--- config.mk ---
export PLATFORM = sky130hd
export DESIGN_NAME = imem_stream_loader
export DESIGN_NICKNAME = d
export VERILOG_FILES = /design/src/rtl/imem_stream_loader_pkg.sv /design/src/rtl/imem_stream_loader_word_assembler.sv /design/src/rtl/imem_stream_loader.sv
export SDC_FILE = /design/constraint.sdc
export NUM_CORES = 1
export LEC_CHECK = 0
export CAP_MARGIN = 0
export CORE_MARGIN = 5
export CORE_UTILIZATION = 51
export CTS_CLUSTER_DIAMETER = 40
export DETAILED_ROUTE_END_ITERATION = 10
export PLACE_DENSITY = 0.77
export SETUP_SLACK_MARGIN = 0.3
export SLEW_MARGIN = 5
export SYNTH_ARGS = -nofsm -noshare
export SYNTH_HDL_FRONTEND = slang
export SYNTH_HIERARCHICAL = 1
export SYNTH_SLANG_ARGS = --single-unit
--- constraint.sdc ---
create_clock -name clk -period 2.2 [get_ports clk]
set_clock_uncertainty 0.15 [all_clocks]
set_input_delay 0.33 -clock clk [delete_from_list [all_inputs] [get_ports clk]]
set_output_delay 0.33 -clock clk [all_outputs]
set_load 0.02 [all_outputs]
--- src/rtl/imem_stream_loader_pkg.sv ---
// Shared constants for the IMEM byte-stream loader: FSM encoding and stream framing.
package imem_stream_loader_pkg;

    localparam int WORD_W    = 32;
    localparam int HDR_BYTES = 2;

    localparam logic [2:0] ST_LEN_LO = 3'd0;
    localparam logic [2:0] ST_LEN_HI = 3'd1;
    localparam logic [2:0] ST_DATA   = 3'd2;
    localparam logic [2:0] ST_CSUM   = 3'd3;
    localparam logic [2:0] ST_DONE   = 3'd4;
    localparam logic [2:0] ST_ERR    = 3'd5;

    function automatic logic is_loading(input logic [2:0] st);
        return (st == ST_LEN_LO) || (st == ST_LEN_HI) || (st == ST_DATA) || (st == ST_CSUM);
    endfunction

endpackage

--- src/rtl/imem_stream_loader_word_assembler.sv ---
// Collects little-endian payload bytes into 32-bit instruction words.
module imem_word_assembler
    import imem_stream_loader_pkg::*;
(
    input  logic              clk,
    input  logic              rst,
    input  logic              clr,
    input  logic              byte_vld,
    input  logic [7:0]        byte_in,
    output logic              lane3,
    output logic              word_valid,
    output logic [WORD_W-1:0] word
);

    // Only the first three bytes are held; the fourth goes straight into word.
    logic [WORD_W-9:0] sr;
    logic [1:0]        lane;

    assign lane3 = (lane == 2'd3);

    always_ff @(posedge clk or posedge rst) begin
        if (rst) begin
            sr         <= '0;
            lane       <= 2'd0;
            word_valid <= 1'b0;
            word       <= '0;
        end else begin
            word_valid <= 1'b0;
            if (clr) begin
                sr   <= '0;
                lane <= 2'd0;
            end else if (byte_vld) begin
                lane <= lane + 2'd1;
                if (lane3) begin
                    word_valid <= 1'b1;
                    word       <= {byte_in, sr};
                end else begin
                    sr <= {byte_in, sr[WORD_W-9:8]};
                end
            end
        end
    end

endmodule

--- src/rtl/imem_stream_loader.sv ---
// Boot loader: parses a length-prefixed, XOR-checksummed byte stream into IMEM
// and holds the CPU in reset until a checksum-valid image has been written.
module imem_stream_loader
    import imem_stream_loader_pkg::*;
#(
    parameter int ADDR_WIDTH = 8
) (
    input  logic                  clk,
    input  logic                  rst,
    input  logic                  start,
    input  logic [7:0]            rx_data,
    input  logic                  rx_valid,
    output logic                  rx_ready,
    output logic                  imem_we,
    output logic [ADDR_WIDTH-1:0] imem_addr,
    output logic [WORD_W-1:0]     imem_wdata,
    output logic                  cpu_rst,
    output logic                  load_done,
    output logic                  load_err
);

    localparam logic [16:0] CAP = 17'd1 << ADDR_WIDTH;

    logic [2:0]          state;
    logic [7:0]          len_lo;
    logic [15:0]         len;
    logic [7:0]          csum;
    logic [ADDR_WIDTH:0] wcnt;
    logic                accept;
    logic                rearm;
    logic                lane3;
    logic                word_done;
    logic                last_word;
    logic [16:0]         len_full;

    assign rx_ready  = is_loading(state);
    assign accept    = rx_valid && rx_ready;
    assign rearm     = start && ((state == ST_DONE) || (state == ST_ERR));
    assign word_done = accept && (state == ST_DATA) && lane3;
    assign last_word = (17'(wcnt) + 17'd1) == {1'b0, len};
    assign len_full  = {1'b0, rx_data, len_lo};

    imem_word_assembler u_asm (
        .clk        (clk),
        .rst        (rst),
        .clr        (rearm),
        .byte_vld   (accept && (state == ST_DATA)),
        .byte_in    (rx_data),
        .lane3      (lane3),
        .word_valid (imem_we),
        .word       (imem_wdata)
    );

    always_ff @(posedge clk or posedge rst) begin
        if (rst) begin
            state     <= ST_LEN_LO;
            len_lo    <= '0;
            len       <= '0;
            csum      <= '0;
            wcnt      <= '0;
            imem_addr <= '0;
            cpu_rst   <= 1'b1;
            load_done <= 1'b0;
            load_err  <= 1'b0;
        end else if (rearm) begin
            state     <= ST_LEN_LO;
            len_lo    <= '0;
            len       <= '0;
            csum      <= '0;
            wcnt      <= '0;
            imem_addr <= '0;
            cpu_rst   <= 1'b1;
            load_done <= 1'b0;
            load_err  <= 1'b0;
        end else if (accept) begin
            if (state != ST_CSUM)
                csum <= csum ^ rx_data;
            case (state)
                ST_LEN_LO: begin
                    len_lo <= rx_data;
                    state  <= ST_LEN_HI;
                end
                ST_LEN_HI: begin
                    len <= len_full[15:0];
                    if (len_full > CAP) begin
                        state    <= ST_ERR;
                        load_err <= 1'b1;
                    end else if (len_full == 17'd0) begin
                        state <= ST_CSUM;
                    end else begin
                        state <= ST_DATA;
                    end
                end
                ST_DATA: begin
                    // Address is latched with the word so it lines up with imem_we.
                    if (word_done) begin
                        imem_addr <= wcnt[ADDR_WIDTH-1:0];
                        wcnt      <= wcnt + 1'b1;
                        if (last_word)
                            state <= ST_CSUM;
                    end
                end
                ST_CSUM: begin
                    if (rx_data == csum) begin
                        state     <= ST_DONE;
                        load_done <= 1'b1;
                        cpu_rst   <= 1'b0;
                    end else begin
                        state    <= ST_ERR;
                        load_err <= 1'b1;
                    end
                end
                default: state <= state;
            endcase
        end
    end

endmodule

**Run 1: the metal 1 layer**

Scale: 4 px per um. Supply wires on this layer in grey.
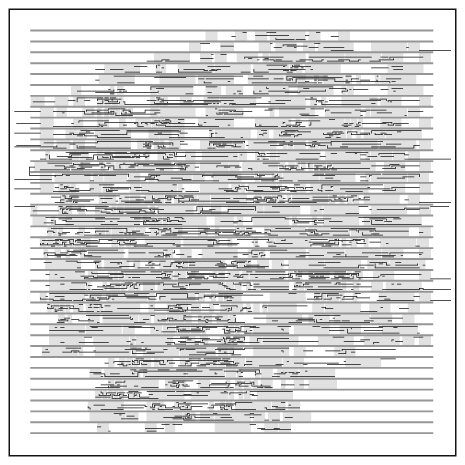
main direction: horizontal
wire length on this layer: 5,420 um
nets with wire on the layer: 558
share of all routed wire: 43%
longest straight run: 32.2 um
total wire length: 12,700 um
detailed-route via count: 4,123
global-route track usage on met1: 27.5%

**Run 1: port wiring**

Scale: 2 px per um.
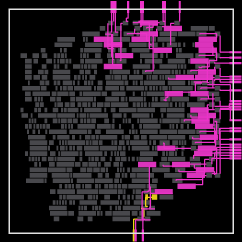
legend:
  magenta:
    port: imem_wdata
    bits: 32
    direction: output
    edge: 21 right, 9 top, 2 bottom
    end_cells: 32
    buffers: 32
    wire: 962 um
  yellow:
    port: rst
    bits: 1
    direction: input
    edge: bottom
    end_cells: 2
    buffers: 2
    wire: 22.5 um

**Run 1: cell placement**

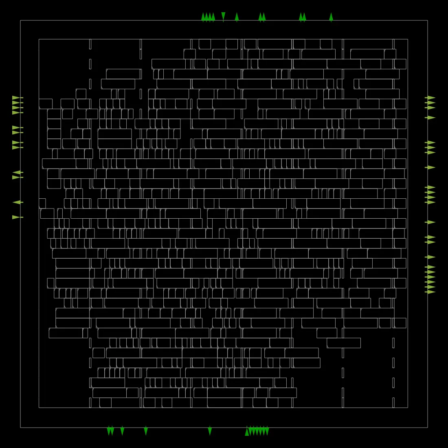
flop share of the area: 42.0%
final design utilization: 67.2%

==> commit_impl_results.txt, run 1 <==
Store results of the implementation flow

- Registers with the most flip-flops: u_asm/word x32, u_asm/sr x24, len x16
- The number of antenna violations at the first check in global routing was 0.
* Post-synth area from yosys stat: 5230 sq um
* Classification of the worst setup path: flip-flop to flip-flop
- The number of clock sinks came to 114.
- For this run, combinational gates with multiple inputs come to 365.
- Based on the critical path, the design can be clocked at up to 0.521 GHz.
- The routed design shows a via density per instance of 5.52.
* Syn_area_per_cell: 10.2 sq um
- Once layout is done, the placed cells without fillers occupy 6810 sq um.
- Max-cap violations in this run came to 0.
- In this run the worst setup path begins at wcnt[6]$_DFFE_PP0P_.
* Instance count of the mapped netlist: 514
- The worst-case IR drop observed on VDD is 705 uV.
- Most common logic cell in the routed design: sky130_fd_sc_hd__nand2_1
- Switching power as a fraction of the total was reported as 30.9%.
* Core area: 10,100 sq um
- After layout, the design draws a total of 6.78 mW.
- Looking at the cell usage after synthesis, the top flip-flop cell is sky130_fd_sc_hd__dfrtp_1.
- After synthesis, the design contains 514 cells according to Yosys.
* Global-route layer with the greatest usage: met2
- Run status: finished, final reports clean
## run 1: logic make-up after synthesis
group,after synthesis
buffers and inverters,35
AND/OR/NAND/NOR,214
XOR/XNOR,22
adder cells (fa/ha/maj),2
multiplexers,33
AND-OR/OR-AND,94
flip-flops,114
## run 1: tightest hold or removal path: cells and delay by family (launching register included)
family        cells  cell delay (ps)
flops             1              340
simple gates      2              120
## run 1: power by group through the flow
stage                     clock network (mW)  logic, mW  registers [mW]
final                                   2.79       1.34            2.65
after global routing                    2.92       1.49            2.69
after CTS                               2.82       1.31            2.64
after detailed placement                   0       1.29            2.67
after global placement                     0       1.23            2.66
after floorplan                            0      0.915            2.61
## run 1: cells in the mapped netlist (all sizes together), types with 2 or more instances
master / instances / area share [%]
buf: 17 / 2.5
dfrtp: 113 / 54
clkbuf: 9 / 0.72
o31ai: 3 / 0.43
nor3: 7 / 0.77
ha: 2 / 0.48
and3: 5 / 0.60
or3: 3 / 0.36
nand3: 21 / 2.1
a22o: 4 / 0.67
nor2b: 2 / 0.24
o21ai: 40 / 3.8
xnor2: 11 / 1.8
nor3b: 2 / 0.29
inv: 8 / 0.57
o22ai: 2 / 0.24
xor2: 11 / 1.8
nand4: 2 / 0.24
nor2: 22 / 1.8
nor4: 6 / 0.84
a21oi: 40 / 4.1
nand2: 139 / 10
nand2b: 2 / 0.24
mux2: 32 / 9.0
or4: 2 / 0.29
## run 1: routing by layer
metal / vias to the layer above / share of wire, %
met3: 23 / 4.6
met5: - / 0
li1: 1922 / -
met4: 0 / 2.1
met1: 2037 / 43
met2: 141 / 50
## run 1: timing repair
action	CTS	global route
setup endpoints to repair	55	15
hold buffers	1	0
endpoints found under the hold margin	3	0
pin swaps	2	4
resized	57	10
buffers inserted	2	2
--- run 2 (diff from run 1) ---
--- a/config.mk
+++ b/config.mk
@@ -8,7 +8,7 @@
 export CAP_MARGIN = 0
 export CORE_MARGIN = 5
 export CORE_UTILIZATION = 51
-export CTS_CLUSTER_DIAMETER = 40
+export CTS_CLUSTER_DIAMETER = 80
 export DETAILED_ROUTE_END_ITERATION = 10
 export PLACE_DENSITY = 0.77
 export SETUP_SLACK_MARGIN = 0.3
**Run 2: placement density heat map**

Scale: 3 px per um. 11 x 11 tiles, from dark blue (low) to red (high), 0 to 100% covered.
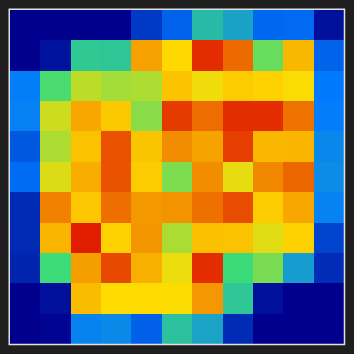
densest ninth of the die: middle
nearly empty tiles: 11%
tiles over 75% full: 42%

==> run 2 against run 1 <==
Compared with the run above: largest cell class unchanged; first-iteration DRC count unchanged; critical path depth unchanged; die area unchanged.
==> commit_impl_results.txt, run 2 <==
Store results of the implementation flow

- The run finished with clean final reports.
* Uppermost routed layer: met4
* Final design utilization: 67.2%
- The flow reports an fmax of 0.521 GHz.
- Clock insertion delay at the later pin of the skew report: 510 ps
- After synthesis, the chip area reported by Yosys is 5230 sq um.
- Cell count listed in synth_stat.txt: 514
* M1 wire length: 5420 um
- Max-cap check violation count: 0
- Per the detail_route report, vias per standard cell equal 5.52.
* Synth top cell by count: sky130_fd_sc_hd__nand2_1
- Syn_area_per_cell: 10.2 sq um
- Peak supply drop: 705 uV
- Global-route layer with the greatest usage: met2
- Detailed-route via count: 4,123
* Most numerous cell types in the synthesized netlist: sky130_fd_sc_hd__nand2_1 (139), sky130_fd_sc_hd__dfrtp_1 (113), sky130_fd_sc_hd__o21ai_0 (40)
* WL met2: 6390 um
* Post-Layout Inst Area: 6810 sq um
- Summed over all nets, wire length on met3 after detailed routing comes to 582 um.
- Arithmetic-cell share of the synthesized area counting full adders, half adders and majority gates: 0.479%
- Top cells by area: sky130_fd_sc_hd__dfrtp_1 (54%), sky130_fd_sc_hd__nand2_1 (10%), sky130_fd_sc_hd__mux2_4 (8.3%)
* Instance count of the mapped netlist: 514
* Classification of the worst setup path: flip-flop to flip-flop
- Yosys top cell by area: sky130_fd_sc_hd__dfrtp_1
- The number of antenna violations at the first check in global routing is 0.
- Clock Sinks: 114
* Global-route track usage on met1: 27.5%
* Overall Power: 6.78 mW
run 2: what timing repair did:
item	in CTS	in global routing
setup endpoints to repair	55	15
resized	57	10
pin swaps	2	4
hold buffers	1	0
endpoints found under the hold margin	3	0
setup buffers	2	2
run 2: critical path, stage by stage, from the launching register on:
cell	delay (ps)
sky130_fd_sc_hd__dfrtp_1	480
sky130_fd_sc_hd__nand4_1	270
sky130_fd_sc_hd__nor4_4	340
sky130_fd_sc_hd__o32ai_1	130
sky130_fd_sc_hd__a21oi_1	200
sky130_fd_sc_hd__nand4_1	120
sky130_fd_sc_hd__o22ai_1	140
run 2: worst max path at each step:
| stage | start | end | slack (ps) | cells past startpoint |
|---|---|---|---|---|
| final | wcnt[6]$_DFFE_PP0P_ | state[0]$_DFFE_PP0P_ | 280 | 6 |
| after global routing | len_lo[4]$_DFFE_PP0P_ | load_err$_DFFE_PP0P_ | 250 | 5 |
| after CTS | state[2]$_DFFE_PP0P_ | rx_ready | 280 | 2 |
| after detailed placement | rx_valid | csum[2]$_DFFE_PP0P_ | -70 | 8 |
| after global placement | rx_valid | csum[0]$_DFFE_PP0P_ | -2 | 8 |
| after floorplan | state[1]$_DFFE_PP0P_ | u_asm/word[10]$_DFFE_PP0P_ | 290 | 9 |
run 2: layout make-up:
type	instances	area share, %
clock buffer	17	6.08
clock inverter	15	2.86
inverter	9	0.698
multi-input combinational	365	33.2
sequential	114	42.0
tap	136	2.50
timing repair buffer	91	12.7
run 2: power by group:
part | internal [mW] | leakage (nW) | switching [mW]
combinational | 0.532 | 1.55 | 0.809
clock | 1.76 | 0.299 | 1.03
sequential | 2.39 | 1.55 | 0.255
total | 4.68 | 3.40 | 2.09
**Run 2: cells coloured by class**

Scale: 3 px per um.
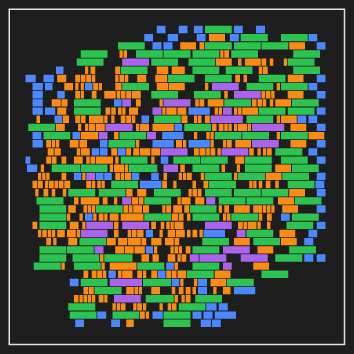

--- run 3 (diff from run 2) ---
--- a/config.mk
+++ b/config.mk
@@ -6,10 +6,11 @@
 export NUM_CORES = 1
 export LEC_CHECK = 0
 export CAP_MARGIN = 0
-export CORE_MARGIN = 5
 export CORE_UTILIZATION = 51
 export CTS_CLUSTER_DIAMETER = 80
 export DETAILED_ROUTE_END_ITERATION = 10
+export GPL_TIMING_DRIVEN = 1
+export MAX_ROUTING_LAYER = met4
 export PLACE_DENSITY = 0.77
 export SETUP_SLACK_MARGIN = 0.3
 export SLEW_MARGIN = 5
**Run 3: cells coloured by class**

Scale: 4 px per um.
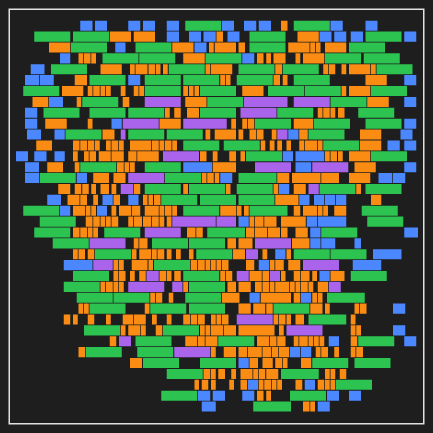
legend:
  orange:
    class: remaining logic cells
    cells: 375
  purple:
    class: clock drivers and dummy loads
    cells: 32
  green:
    class: sequential cells
    cells: 114
  blue:
    class: remaining buffers and delay cells
    cells: 95
final design utilization: 69.3%
row count: 36
flop share of the area: 41.8%
Post-Layout Inst Area: 6840 sq um
core area: 9860 sq um

==> run 3 against run 2 <==
Compared with the run above: register-to-register slack improved by 20 ps; first-iteration DRC count rose by 3.7%; critical path depth decreased by 1; non-clock buffer count grew 4; synthesized area unchanged; largest cell class unchanged.
==> commit_impl_results.txt, run 3 <==
Store results of the implementation flow

- The flow ran to the end, and the final reports show no timing, DRC or antenna violations.
* Clock group total power: 2.82 mW
- Post-CTS setup repair buffer count: 2
* Top contributor to total power: clock
- Synth top cell by count: sky130_fd_sc_hd__nand2_1
* F_max: 0.525 GHz
- The clock drives 114 sinks.
- Top cells by area: sky130_fd_sc_hd__dfrtp_1 (54%), sky130_fd_sc_hd__nand2_1 (10%), sky130_fd_sc_hd__mux2_4 (8.3%)
* Overall Power: 6.90 mW
- The number of gates resized after CTS was 58.
* Relative contribution of the clock network to total power: 40.9%
- Post-synth the commonest register cell is sky130_fd_sc_hd__dfrtp_1.
* Classification of the worst setup path: flip-flop to flip-flop
* Switching fraction of total power: 31.6%
- The report counts max-capacitance violations totalling 0.
- Instance count of the mapped netlist: 514
* Post-synth area from yosys stat: 5230 sq um
* Power dissipated in combinational cells: 1.41 mW
- Total wire length: 13,300 um
* Number of antenna violations at the first check in global routing: 0
* Cell count listed in synth_stat.txt: 514
* Power share of the sequential group: 38.7%
- Via/cell ratio: 5.70
* Delay-heaviest family, CP: simple AND/OR/NAND/NOR gates
* Peak supply drop: 634 uV
- The synthesized design spends more area on one cell type than any other, namely sky130_fd_sc_hd__dfrtp_1.
- Per report_power, the combinational group accounts for 20.4% of the total.
- Most common logic cell in the routed design: sky130_fd_sc_hd__nand2_1
- Buf/Inv on CP: 0
- CTS Hold Buffers Added: 0
## run 3: cell types whose count changed in the layout (fill, tap and decap cells not counted), sizes merged, moves of 2 or more
cell	before	now
inv	14	12
clkinv	6	2
buf	34	39
clkinvlp	1	5
clkbuf	18	20
## run 3: worst paths after layout
path,to,cells after the start,start,slack [ps]
min in group clk,len[12]$_DFFE_PP0P_,3,rx_data[4],340
max reg2reg,state[0]$_DFFE_PP0P_,5,len_lo[4]$_DFFE_PP0P_,300
max,state[0]$_DFFE_PP0P_,5,len_lo[4]$_DFFE_PP0P_,300
min reg2reg,imem_addr[0]$_DFFE_PP0P_,2,imem_addr[0]$_DFFE_PP0P_,340
max in group asynchronous,len[9]$_DFFE_PP0P_,3,rst,1290
min,csum[6]$_DFFE_PP0P_,2,rst,120
## run 3: cell families (layout without fill, tap and decap cells)
logic type	count (synthesis)	in the layout	synth area share [%]
AND/OR/NAND/NOR	214	215	18.1
flip-flops	114	114	54.6
AND-OR/OR-AND	94	94	10.1
buffers and inverters	35	136	3.86
multiplexers	33	33	9.17
XOR/XNOR	22	22	3.69
adder cells (fa/ha/maj)	2	2	0.479
## run 3: area by class of cell
class	count	area [sq um]	share of cell area (%)
multi-input combinational	366	2290	33.4
clock inverter	13	173	2.52
tap	133	166	2.43
timing repair buffer	95	873	12.8
sequential	114	2860	41.8
inverter	9	47.5	0.695
clock buffer	19	432	6.31
## run 3: routing by layer
metal | vias up | part of all wire [%]
met2 | 200 | 50
li1 | 1939 | -
met4 | 0 | 2.2
met5 | - | 0
met1 | 2101 | 42
met3 | 33 | 6.3
## run 3: per-stage QoR
stage,TNS (ps),worst slack (ps)
3_3_place_gp,0,15.6
2_1_floorplan,0,295
6_report,0,297
3_5_place_dp,-20.5,-8.28
5_1_grt,0,232
4_1_cts,0,242
No activity file was given, so power comes from the tool's default toggle rates.
